==> images/placement_by_type.png <==
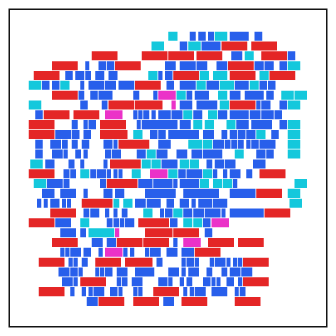
==> images/clk_routes.png <==
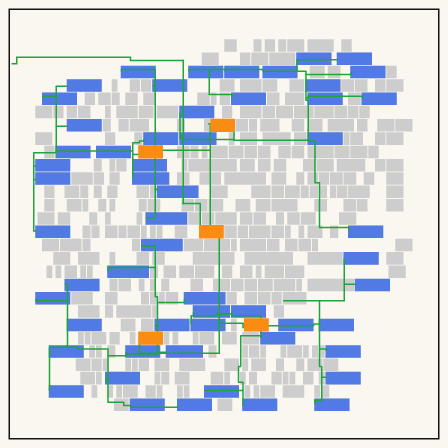
==> images/wires.png <==
Two of the layers only.
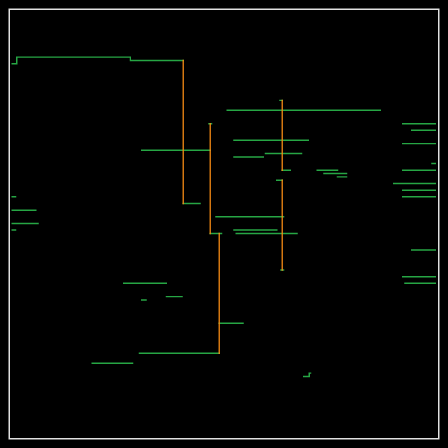
==> images/io_placement.png <==
Pins as bars across the die edge, other pins in gray.
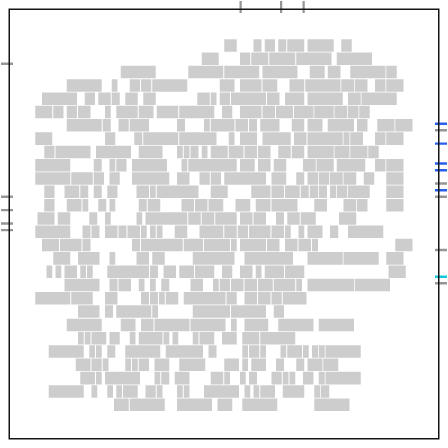
**config.mk**
```make
export PLATFORM = sky130hd
export DESIGN_NAME = ps2_key_dispatcher_flat
export DESIGN_NICKNAME = d
export VERILOG_FILES = /design/src/rtl/ps2_key_dispatcher_pkg.sv /design/src/rtl/ps2_key_dispatcher_if.sv /design/src/rtl/ps2_frame_rx.sv /design/src/rtl/ps2_key_dispatcher.sv /design/src/flat_wrapper.sv
export SDC_FILE = /design/constraint.sdc
export NUM_CORES = 1
export LEC_CHECK = 0
export CAP_MARGIN = 20
export CORE_MARGIN = 5
export CORE_UTILIZATION = 50
export DETAILED_ROUTE_END_ITERATION = 7
export MAX_ROUTING_LAYER = met4
export PLACE_DENSITY = 0.71
export SLEW_MARGIN = 20
export SYNTH_ARGS = -nofsm -noshare
export SYNTH_HDL_FRONTEND = slang
export SYNTH_SLANG_ARGS = --single-unit
```
**constraint.sdc**
```tcl
create_clock -name clk -period 2.3 [get_ports clk]
set_clock_uncertainty 0.2 [all_clocks]
set_input_delay 0.23 -clock clk [delete_from_list [all_inputs] [get_ports clk]]
set_output_delay 0.23 -clock clk [all_outputs]
set_load 0.01 [all_outputs]
```
**src/rtl/ps2_key_dispatcher_pkg.sv**
```systemverilog
// Shared scancodes, key indices and the scancode lookup
// used by the PS/2 receiver and key dispatcher.
package ps2_key_dispatcher_pkg;

    typedef logic [7:0] scan_t;
    typedef logic [3:0] kidx_t;
    typedef logic [4:0] keys_t;

    // Scancodes
    localparam scan_t SC_E0 = 8'hE0;
    localparam scan_t SC_F0 = 8'hF0;
    localparam scan_t SC_1D = 8'h1D;
    localparam scan_t SC_1B = 8'h1B;
    localparam scan_t SC_1C = 8'h1C;
    localparam scan_t SC_23 = 8'h23;
    localparam scan_t SC_29 = 8'h29;
    localparam scan_t SC_5A = 8'h5A;
    localparam scan_t SC_75 = 8'h75;
    localparam scan_t SC_72 = 8'h72;
    localparam scan_t SC_6B = 8'h6B;
    localparam scan_t SC_74 = 8'h74;

    // Key index within one player's 5-bit group
    localparam kidx_t KEY_UP    = 4'd0;
    localparam kidx_t KEY_DOWN  = 4'd1;
    localparam kidx_t KEY_LEFT  = 4'd2;
    localparam kidx_t KEY_RIGHT = 4'd3;
    localparam kidx_t KEY_BOMB  = 4'd4;

    // Bitmap: player 1 in [4:0], player 2 in [9:5]
    localparam kidx_t P2_BASE = 4'd5;

    typedef enum logic [1:0] {
        RX_IDLE,
        RX_DATA,
        RX_PARITY,
        RX_STOP
    } rx_state_t;

    typedef struct packed {
        logic  hit;
        kidx_t idx;
    } key_hit_t;

    function automatic key_hit_t key_lookup(
        input logic  ext,
        input scan_t code
    );
        key_hit_t r;
        r = '{hit: 1'b0, idx: '0};
        if (!ext) begin
            case (code)
                SC_1D: r = '{hit: 1'b1, idx: KEY_UP};
                SC_1B: r = '{hit: 1'b1, idx: KEY_DOWN};
                SC_1C: r = '{hit: 1'b1, idx: KEY_LEFT};
                SC_23: r = '{hit: 1'b1, idx: KEY_RIGHT};
                SC_29: r = '{hit: 1'b1, idx: KEY_BOMB};
                SC_5A: r = '{hit: 1'b1, idx: P2_BASE + KEY_BOMB};
                default: r = '{hit: 1'b0, idx: '0};
            endcase
        end else begin
            case (code)
                SC_75: r = '{hit: 1'b1, idx: P2_BASE + KEY_UP};
                SC_72: r = '{hit: 1'b1, idx: P2_BASE + KEY_DOWN};
                SC_6B: r = '{hit: 1'b1, idx: P2_BASE + KEY_LEFT};
                SC_74: r = '{hit: 1'b1, idx: P2_BASE + KEY_RIGHT};
                default: r = '{hit: 1'b0, idx: '0};
            endcase
        end
        return r;
    endfunction

endpackage

```
**src/rtl/ps2_key_dispatcher_if.sv**
```systemverilog
// Bundle of PS/2 pins, game mode and dispatched key outputs.
// master drives pins/mode; slave is the dispatcher.
interface ps2_key_dispatcher_if;
    import ps2_key_dispatcher_pkg::*;

    logic  ps2_clk;
    logic  ps2_dat;
    logic  mode;
    logic  menu_up;
    logic  menu_down;
    logic  menu_enter;
    keys_t p1_keys;
    keys_t p2_keys;
    logic  frame_err;

    modport master (
        output ps2_clk, ps2_dat, mode,
        input  menu_up, menu_down, menu_enter,
        input  p1_keys, p2_keys, frame_err
    );

    modport slave (
        input  ps2_clk, ps2_dat, mode,
        output menu_up, menu_down, menu_enter,
        output p1_keys, p2_keys, frame_err
    );

endinterface

```
**src/rtl/ps2_frame_rx.sv**
```systemverilog
// PS/2 frame receiver: pin sync, falling-edge detect, 11-bit frame FSM, timeout.
// Ports: clk, rst_n, ps2_clk, ps2_dat in; rx_byte, byte_vld, frame_err, flush out.
module ps2_frame_rx
    import ps2_key_dispatcher_pkg::*;
#(
    parameter int TIMEOUT_CYC = 200000,
    parameter int SYNC_STAGES = 2
) (
    input  logic  clk,
    input  logic  rst_n,
    input  logic  ps2_clk,
    input  logic  ps2_dat,
    output scan_t rx_byte,
    output logic  byte_vld,
    output logic  frame_err,
    output logic  flush
);

    localparam int TW = $clog2(TIMEOUT_CYC + 1);
    localparam logic [TW-1:0] TMO_LAST = TW'(TIMEOUT_CYC - 1);

    logic [SYNC_STAGES-1:0] clk_sync;
    logic [SYNC_STAGES-1:0] dat_sync;
    logic                   clk_prev;

    rx_state_t     state, state_n;
    scan_t         shreg, shreg_n;
    logic [2:0]    cnt, cnt_n;
    logic          par, par_n;
    logic [TW-1:0] tmo, tmo_n;
    logic          vld_n, err_n, flush_n;

    logic fall;
    logic bit_in;

    assign fall   = clk_prev & ~clk_sync[SYNC_STAGES-1];
    assign bit_in = dat_sync[SYNC_STAGES-1];

    // Sync flops reset high (idle bus) so no false edge leaves reset
    always_ff @(posedge clk) begin
        if (!rst_n) begin
            clk_sync  <= '1;
            dat_sync  <= '1;
            clk_prev  <= 1'b1;
            state     <= RX_IDLE;
            shreg     <= '0;
            cnt       <= '0;
            par       <= 1'b0;
            tmo       <= '0;
            byte_vld  <= 1'b0;
            frame_err <= 1'b0;
            flush     <= 1'b0;
        end else begin
            clk_sync  <= {clk_sync[SYNC_STAGES-2:0], ps2_clk};
            dat_sync  <= {dat_sync[SYNC_STAGES-2:0], ps2_dat};
            clk_prev  <= clk_sync[SYNC_STAGES-1];
            state     <= state_n;
            shreg     <= shreg_n;
            cnt       <= cnt_n;
            par       <= par_n;
            tmo       <= tmo_n;
            byte_vld  <= vld_n;
            frame_err <= err_n;
            flush     <= flush_n;
        end
    end

    always_comb begin
        state_n = state;
        shreg_n = shreg;
        cnt_n   = cnt;
        par_n   = par;
        vld_n   = 1'b0;
        err_n   = 1'b0;
        flush_n = 1'b0;
        tmo_n   = (state == RX_IDLE || fall) ? '0 : tmo + 1'b1;

        unique case (state)
            RX_IDLE: if (fall) begin
                if (!bit_in) begin
                    state_n = RX_DATA;
                    cnt_n   = '0;
                    par_n   = 1'b0;
                end else begin
                    err_n = 1'b1;
                end
            end
            RX_DATA: if (fall) begin
                shreg_n = {bit_in, shreg[7:1]};
                par_n   = par ^ bit_in;
                if (cnt == 3'd7) state_n = RX_PARITY;
                else             cnt_n   = cnt + 3'd1;
            end
            RX_PARITY: if (fall) begin
                par_n   = par ^ bit_in;
                state_n = RX_STOP;
            end
            RX_STOP: if (fall) begin
                state_n = RX_IDLE;
                if (bit_in && par) begin
                    vld_n = 1'b1;
                end else begin
                    err_n   = 1'b1;
                    flush_n = 1'b1;
                end
            end
            default: state_n = RX_IDLE;
        endcase

        if (state != RX_IDLE && !fall && tmo == TMO_LAST) begin
            state_n = RX_IDLE;
            tmo_n   = '0;
            err_n   = 1'b1;
            flush_n = 1'b1;
        end
    end

    assign rx_byte = shreg;

endmodule

```
**src/rtl/ps2_key_dispatcher.sv**
```systemverilog
// PS/2 key dispatcher: prefix decode, held-key bitmap, menu pulses, player levels.
// Ports: clk, rst_n, bus (slave: ps2 pins, mode in; menu pulses, p1/p2 keys, frame_err out).
module ps2_key_dispatcher
    import ps2_key_dispatcher_pkg::*;
#(
    parameter int TIMEOUT_CYC = 200000,
    parameter int SYNC_STAGES = 2
) (
    input logic                 clk,
    input logic                 rst_n,
    ps2_key_dispatcher_if.slave bus
);

    scan_t    rx_byte;
    logic     byte_vld;
    logic     frame_err;
    logic     flush;
    logic     mode_q;
    logic     ext, brk;
    logic [9:0] bitmap;
    logic     up_q, down_q, enter_q;
    key_hit_t kh;

    ps2_frame_rx #(
        .TIMEOUT_CYC(TIMEOUT_CYC),
        .SYNC_STAGES(SYNC_STAGES)
    ) u_rx (
        .clk      (clk),
        .rst_n    (rst_n),
        .ps2_clk  (bus.ps2_clk),
        .ps2_dat  (bus.ps2_dat),
        .rx_byte  (rx_byte),
        .byte_vld (byte_vld),
        .frame_err(frame_err),
        .flush    (flush)
    );

    assign kh = key_lookup(ext, rx_byte);

    always_ff @(posedge clk) begin
        if (!rst_n) begin
            mode_q  <= bus.mode;
            ext     <= 1'b0;
            brk     <= 1'b0;
            bitmap  <= '0;
            up_q    <= 1'b0;
            down_q  <= 1'b0;
            enter_q <= 1'b0;
        end else begin
            mode_q  <= bus.mode;
            up_q    <= 1'b0;
            down_q  <= 1'b0;
            enter_q <= 1'b0;
            // A mode switch wipes state and swallows any byte arriving with it
            if (bus.mode != mode_q) begin
                bitmap <= '0;
                ext    <= 1'b0;
                brk    <= 1'b0;
            end else if (flush) begin
                ext <= 1'b0;
                brk <= 1'b0;
            end else if (byte_vld) begin
                unique case (1'b1)
                    (rx_byte == SC_E0): ext <= 1'b1;
                    (rx_byte == SC_F0): brk <= 1'b1;
                    default: begin
                        ext <= 1'b0;
                        brk <= 1'b0;
                        if (kh.hit) begin
                            if (brk) begin
                                bitmap[kh.idx] <= 1'b0;
                            end else if (!bitmap[kh.idx]) begin
                                // Only a fresh press pulses, so typematic repeat is ignored
                                bitmap[kh.idx] <= 1'b1;
                                if (!bus.mode) begin
                                    up_q <= (kh.idx == KEY_UP)
                                         || (kh.idx == P2_BASE + KEY_UP);
                                    down_q <= (kh.idx == KEY_DOWN)
                                           || (kh.idx == P2_BASE + KEY_DOWN);
                                    enter_q <= (kh.idx == KEY_BOMB)
                                            || (kh.idx == P2_BASE + KEY_BOMB);
                                end
                            end
                        end
                    end
                endcase
            end
        end
    end

    assign bus.menu_up    = up_q;
    assign bus.menu_down  = down_q;
    assign bus.menu_enter = enter_q;
    assign bus.p1_keys    = bus.mode ? bitmap[4:0] : '0;
    assign bus.p2_keys    = bus.mode ? bitmap[9:5] : '0;
    assign bus.frame_err  = frame_err;

endmodule

```
**src/flat_wrapper.sv**
```systemverilog
// flat-port wrapper written by rule: the top's interface ports become plain ports
module ps2_key_dispatcher_flat import ps2_key_dispatcher_pkg::*;
#(
    parameter int TIMEOUT_CYC = 200000,
    parameter int SYNC_STAGES = 2
)
  (clk, rst_n, bus_ps2_clk, bus_ps2_dat, bus_mode, bus_menu_up, bus_menu_down, bus_menu_enter, bus_p1_keys, bus_p2_keys, bus_frame_err);
  ps2_key_dispatcher_if bus_i ();
  input logic clk;
  input logic rst_n;
  input wire logic [$bits(bus_i.ps2_clk)-1:0] bus_ps2_clk;
  input wire logic [$bits(bus_i.ps2_dat)-1:0] bus_ps2_dat;
  input wire logic [$bits(bus_i.mode)-1:0] bus_mode;
  output wire logic [$bits(bus_i.menu_up)-1:0] bus_menu_up;
  output wire logic [$bits(bus_i.menu_down)-1:0] bus_menu_down;
  output wire logic [$bits(bus_i.menu_enter)-1:0] bus_menu_enter;
  output wire logic [$bits(bus_i.p1_keys)-1:0] bus_p1_keys;
  output wire logic [$bits(bus_i.p2_keys)-1:0] bus_p2_keys;
  output wire logic [$bits(bus_i.frame_err)-1:0] bus_frame_err;
  assign bus_i.ps2_clk = bus_ps2_clk;
  assign bus_i.ps2_dat = bus_ps2_dat;
  assign bus_i.mode = bus_mode;
  assign bus_menu_up = bus_i.menu_up;
  assign bus_menu_down = bus_i.menu_down;
  assign bus_menu_enter = bus_i.menu_enter;
  assign bus_p1_keys = bus_i.p1_keys;
  assign bus_p2_keys = bus_i.p2_keys;
  assign bus_frame_err = bus_i.frame_err;
  ps2_key_dispatcher #(.TIMEOUT_CYC(TIMEOUT_CYC), .SYNC_STAGES(SYNC_STAGES)) u_core (.clk(clk), .rst_n(rst_n), .bus(bus_i));
endmodule
```
==> run summary <==
Dominant flop cell - dfxtp_1
Worst path slowest cell - a311o_1
FFs w/ async S/R, synth - 0%
P&R area growth vs syn - 24.8%
Status - finished clean
Crit path required time - 2.31 ns
Relative slew slack - 68.1%
Clock slew seen by the registers of the worst setup and hold paths - 0.10 ns
Global-route wire length before repair - 11100 um
DPL Wire Length - 4700 um
Worst path depth - 8
Sw Pwr - 0.434 mW
Dominant cell type by area after synthesis - dfxtp_1
FP Util - 51.0%
Most frequent logic cell in the layout - dfxtp_1
Post-CTS sizing - 14
Yosys warnings - 0
CTS Buf Count - 5
I/O pin count - 19
Adder Share, Synth - 3.33%
PortBufs - 18
First drt pass iteration count - 5
Count of final max-slew check failures - 0
Power Dens Cells - 464 mW/mm^2
Largest net degree at the start of global routing - 22
EDFF count, synth - 0
Non-clock buffer share of cell area - 14.0%
XOR-XNOR Cells, Area Fraction - 5.54%
Slowest cell delay on critical path - 0.44 ns
Chip area line of the yosys report - 0.00300 sq mm
Count of plain and timing-repair buffers - 61
Logic gate fraction of the total cell area - 49.9%
Worst path bufs/invs - 2
Final Hold Viols - 0
Ys cells - 333
Worst-Margin Slew - 0.478 ns
Worst r2r src - u_core.u_rx.rx_byte[7]$_SDFFE_PN0P_
Clock power frac - 31.6%
Clk root buf - clkbuf_8
Mux frac, synth - 1.04%
Total Wirelength - 6680 um
Tool warnings - 30
CP Cell Sequence - buf_6 > nor4b_4 > o21ai_2 > a311o_1 > nor2_4 > buf_4 > and2_1 > a211oi_2
Main logic family - simple AND/OR/NAND/NOR gates
R2R setup slack - 0.06 ns
Syn avg cell area - 9.02 sq um
N_taps - 75
GP Congestion - 0.883
Synthesized netlist cell count - 333
Total Routing Usage GR - 18.5%
P_clk - 0.550 mW
Layout cells sized above 1 - 26.2%
CP arrival - 2.25 ns
P_seq - 0.994 mW
Hold Crit Class - flop to flop
Post-CTS Setup Bufs - 2
Period utilisation layout - 97.4%
Max Cap Violations - 0
Starting DRT DRC Count - 118
Internal - 1.31 mW
Register Area - 0.00114 sq mm
Hold_buf cts - 0
Seq share, synth - 37.3%
Pre-CTS WS - -0.131 ns
Fillers - 488
Vias in the first global route - 2440
Startpoint Class - flop
IR drop worst, VDD - 0.349 mV
Combinational power - 0.195 mW
FF-to-FF path depth - 8
Top cells by area - dfxtp_1 (37%), nor2_1 (4.4%), nand2_1 (3.5%)
Top post-synthesis cells by count - dfxtp_1 (56), nor2_1 (35), nand2_1 (28)
Setup slack after layout - 0.0606 ns
Initial antenna violation count - 0
Gate power share - 11.2%
Num sequential - 56
CLK BUF - 8
Critical Path Start - u_core.u_rx.rx_byte[7]$_SDFFE_PN0P_
Hold path start - u_core.u_rx.clk_sync[0]$_SDFF_PN1_
Post-route minimum period - 2.24 ns
N_diodes - 0
Clock buffer depth - 2
Post-route ant nets - 0
Synth top cell by count - dfxtp_1
MI comb cells - 254
Vias - 2574
Core footprint - 0.00589 sq mm
Sw Share - 25.0%
CTS tree - yes
Dominant logic cell types in the final layout - dfxtp_1 (47), buf_4 (38), nor2_1 (34)
Hold Crit Depth - 1
Distinct cells, synth - 65
Placed cell area - 0.00343 sq mm
Seq pwr share - 57.2%
H-tree depth - 2
# setup viols final - 0
# nets final - 398
Hold Path End - u_core.u_rx.clk_sync[1]$_SDFF_PN1_
About placement_by_type.png:
[other buffers and delay cells] cyan | cells: 61 | share of their area: 14%
[combinational and other logic] blue | cells: 261 | share of their area: 52%
[clock drivers and dummy loads] magenta | cells: 8 | share of their area: 2.5%
[flops] red | cells: 56 | share of their area: 31%
Finished Core Util: 63.7%
Seq area share: 30.5%
Cell Rows: 28
design area: 0.00375 sq mm

About clk_routes.png:
[clock drivers] orange | count: 5
[flip-flops] blue | count: 56
[clock wires] green | length: 660 um
flops lie: all over the die

About wires.png:
[metal 3] green | wire length: 286 um
[metal 4] orange | wire length: 109 um

About io_placement.png:
[`bus_menu_down`] cyan | pins: 1 | direction: output | edge: right
[`bus_p1_keys`] blue | pins: 5 | direction: output | edge: right
all pins by edge: 11 right, 5 left, 3 top

stage by stage:
step / hold slack [ns] / std cells / TNS, ns / power (mW) / utilization (%)
floorplan: 0.0577 / 333 / 0 / 1.16 / -
global placement: 0.191 / 446 / -0.0967 / 1.21 / 58.3
detailed placement: 0.197 / 446 / -0.504 / 1.21 / 58.3
CTS: 0.221 / 456 / 0 / 1.76 / 60.7
global route: 0.239 / 461 / -0.212 / 1.83 / 63.7
finish: 0.215 / 461 / 0 / 1.74 / 63.7
layer usage:
layer	track usage, %	vias up	wire [um]
met5	-	-	0
li1	-	1297	-
met3	3.22	12	286
met4	6.42	0	108
met2	30.4	57	3270
met1	22.8	1208	3010
Power figures rest on the tool's default switching activity, not on a simulated workload.
